==> src/rtl/rvvi_retire_scheduler.sv <==
// Serializes multi-hart, multi-slot RVVI retire traffic into a single in-order
// stream through a compacting show-ahead FIFO with all-or-nothing group overflow.
module rvvi_retire_scheduler #(
    parameter int ILEN   = 32,
    parameter int XLEN   = 64,
    parameter int NHART  = 1,
    parameter int RETIRE = 1,
    parameter int DEPTH  = 16,
    localparam int S     = NHART * RETIRE,
    localparam int HW    = (NHART > 1) ? $clog2(NHART) : 1,
    localparam int RW    = (RETIRE > 1) ? $clog2(RETIRE) : 1,
    localparam int CW    = $clog2(DEPTH) + 1
) (
    input  logic                clk,
    input  logic                reset,
    input  logic                clear,
    input  logic [S-1:0]        in_valid,
    input  logic [S*ILEN-1:0]   in_insn,
    input  logic [S*XLEN-1:0]   in_pc,
    input  logic [S-1:0]        in_trap,
    output logic                out_valid,
    input  logic                out_ready,
    output logic [HW-1:0]       out_hart,
    output logic [RW-1:0]       out_slot,
    output logic [ILEN-1:0]     out_insn,
    output logic [XLEN-1:0]     out_pc,
    output logic                out_trap,
    output logic [CW-1:0]       count,
    output logic                overflow,
    output logic [15:0]         drop_count
);

    localparam int AW = (DEPTH > 1) ? $clog2(DEPTH) : 1;
    localparam int EW = HW + RW + 1 + XLEN + ILEN;
    localparam int FW = CW + 1;
    localparam logic [CW-1:0] MASK = CW'(DEPTH - 1);

    if (DEPTH < NHART * RETIRE || (DEPTH & (DEPTH - 1)) != 0) begin : g_bad_depth
        $error("rvvi_retire_scheduler: DEPTH must be a power of 2 and >= NHART*RETIRE");
    end

    logic [EW-1:0]  mem_r [DEPTH];
    logic [AW-1:0]  head_r;
    logic [AW-1:0]  tail_r;
    logic [CW-1:0]  count_r;
    logic           overflow_r;
    logic [15:0]    drop_count_r;

    logic [CW-1:0]  n_s;
    logic [FW-1:0]  free_s;
    logic           deq_s;
    logic           accept_s;
    logic [16:0]    drop_sum_s;
    logic [EW-1:0]  entry_s [S];
    logic [AW-1:0]  widx_s [S];

    // Compaction: each valid slot lands at tail plus the number of valid slots below it.
    always_comb begin
        n_s = '0;
        for (int i = 0; i < S; i++) begin
            entry_s[i] = {HW'(i / RETIRE), RW'(i % RETIRE), in_trap[i],
                          in_pc[i*XLEN +: XLEN], in_insn[i*ILEN +: ILEN]};
            widx_s[i]  = AW'((CW'(tail_r) + n_s) & MASK);
            n_s        = n_s + CW'(in_valid[i]);
        end
        deq_s      = (count_r != CW'(0)) & out_ready;
        free_s     = FW'(DEPTH) - {1'b0, count_r} + FW'(deq_s);
        accept_s   = ({1'b0, n_s} <= free_s);
        drop_sum_s = 17'(drop_count_r) + 17'(n_s);
    end

    // FIFO storage, pointers, occupancy and overflow accounting.
    always_ff @(posedge clk or posedge reset) begin
        if (reset) begin
            head_r       <= '0;
            tail_r       <= '0;
            count_r      <= '0;
            overflow_r   <= 1'b0;
            drop_count_r <= 16'h0000;
            for (int i = 0; i < DEPTH; i++) begin
                mem_r[i] <= '0;
            end
        end else if (clear) begin
            head_r       <= '0;
            tail_r       <= '0;
            count_r      <= '0;
            overflow_r   <= 1'b0;
            drop_count_r <= 16'h0000;
        end else begin
            if (deq_s) begin
                head_r <= AW'((CW'(head_r) + CW'(1)) & MASK);
            end
            if (accept_s) begin
                for (int i = 0; i < S; i++) begin
                    if (in_valid[i]) begin
                        mem_r[widx_s[i]] <= entry_s[i];
                    end
                end
                tail_r <= AW'((CW'(tail_r) + n_s) & MASK);
            end else begin
                overflow_r   <= 1'b1;
                drop_count_r <= drop_sum_s[16] ? 16'hFFFF : drop_sum_s[15:0];
            end
            count_r <= count_r + (accept_s ? n_s : CW'(0)) - CW'(deq_s);
        end
    end

    // Show-ahead read straight from the head register entry; no input bypass.
    assign {out_hart, out_slot, out_trap, out_pc, out_insn} = mem_r[head_r];
    assign out_valid  = (count_r != CW'(0));
    assign count      = count_r;
    assign overflow   = overflow_r;
    assign drop_count = drop_count_r;

endmodule
==> config.mk <==
export PLATFORM = sky130hd
export DESIGN_NAME = rvvi_retire_scheduler
export DESIGN_NICKNAME = d
export VERILOG_FILES = /design/src/rtl/rvvi_retire_scheduler.sv
export SDC_FILE = /design/constraint.sdc
export NUM_CORES = 2
export LEC_CHECK = 0
export CAP_MARGIN = 20
export CORE_ASPECT_RATIO = 1.5
export CORE_MARGIN = 2
export CORE_UTILIZATION = 32
export DETAILED_ROUTE_END_ITERATION = 12
export PLACE_DENSITY = 0.55
export SYNTH_ARGS = -nofsm -noshare
export SYNTH_HDL_FRONTEND = slang
export SYNTH_SLANG_ARGS = --single-unit
==> constraint.sdc <==
create_clock -name clk -period 64.5 [get_ports clk]
set_input_delay 19.35 -clock clk [delete_from_list [all_inputs] [get_ports clk]]
set_output_delay 19.35 -clock clk [all_outputs]
set_load 0.05 [all_outputs]
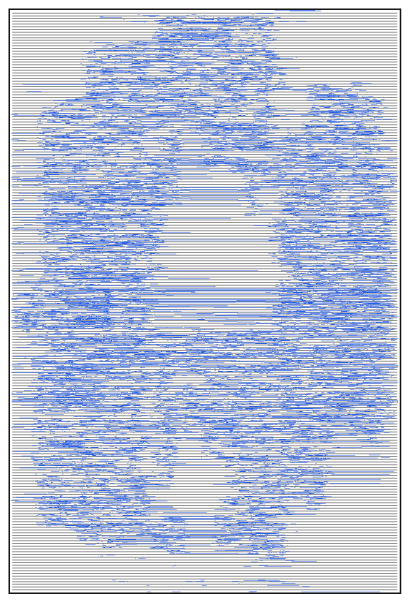
*M1 wires*
(1 px per um) Supply wires on this layer in gray.
4181 nets have wire on it. The longest straight run is 173 um. The layer carries 85.2 mm of wire. The wires run mostly horizontal. The layer holds 45% of the routed length.

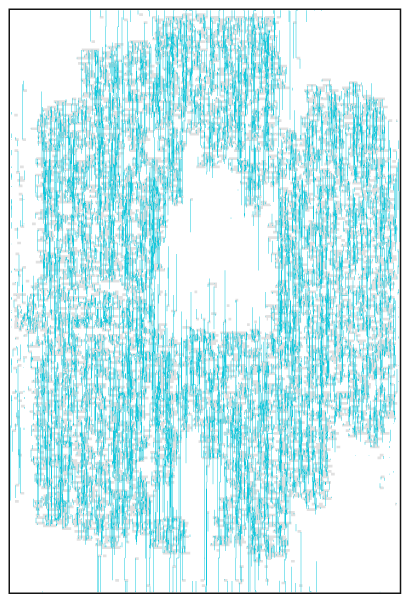
*Metal 2*
(1 px per um) Cells faint in the background.
The wires run mostly vertical. The layer carries 92.4 mm of wire.

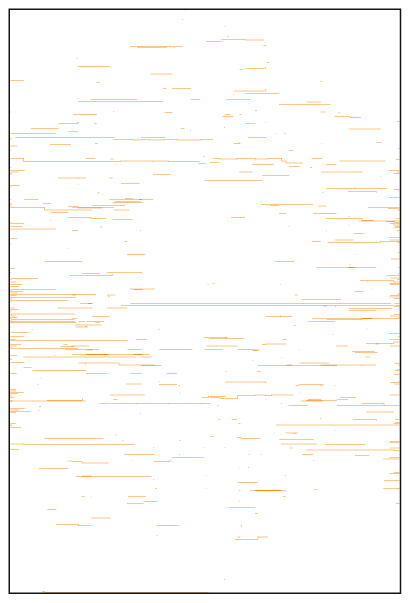
*Met3 routing*
(1 px per um)
The longest straight run is 273 um. The layer carries 8500 um of wire. The layer holds 4.5% of the routed length.

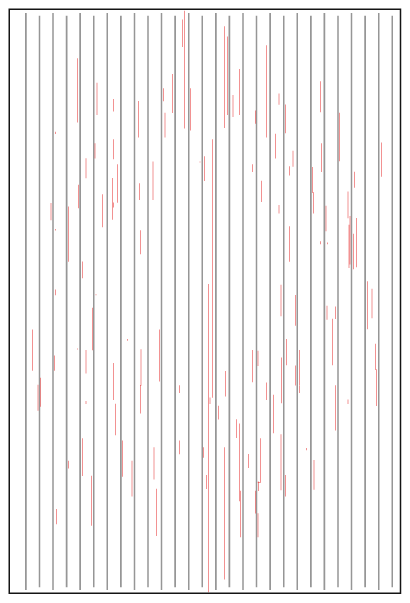
*Met4 routing*
(1 px per um) Supply wires on this layer in gray.
The longest straight run is 308 um. The layer holds 2.2% of the routed length.

==> changes_impl.md <==
### Physical design

* Initial DRC Count at 2066
* Clock network power share at 31.5%
* Seq pwr share at 38.8%
* Die Y at 583 um
* Worst-margin pin slew at 1.10 ns
* Switching part of the total at 31.9%
* FILL cells at 20758
* Vias in the first global route at 41942
* Dominant logic cell types in the final layout: 1578 x dfrtp_1, 1479 x mux2_2, 485 x mux4_2
* Post-synth EDFFs at 0
* Sw power at 0.984 mW
* Placeable Area at 222000 sq um
* DIE WIDTH at 390 um
* CP endpoint kind: output pin
* Worst hold path type: reg -> reg
* Min Tclk post-route at 26.25 ns
* CP max-delay cell: buf_4
* Max Buffers Root-to-Sink at 4
* Hold depth at 1
* Drt first pass iters at 5
* Leak pwr at 37.2 nW
* Arrival @ worst endpoint at 6.90 ns
* VDD IR-drop max at 0.0000335 V
* Ports at 224
* Layout cells sized above 1 at 53.4%
* Cycle use final at 40.7%
* And+or+nand+nor area frac at 1.07%
* Post-Route WL at 190000 um
* Max power group: registers
* Worst setup path start: head_r[0]$_DFFE_PP0P_
* Buffers excl. clock at 306
* RD Place Congestion at 0.717
* All-layer global routing usage at 16.8%
* # resized after CTS at 0
* YS chip area at 71400 sq um
* Area-dominant class: registers
* Outcome: completed
* Tool warnings at 45
* Initial antenna violation count at 27
No activity file was given, so power comes from the tool's default toggle rates.
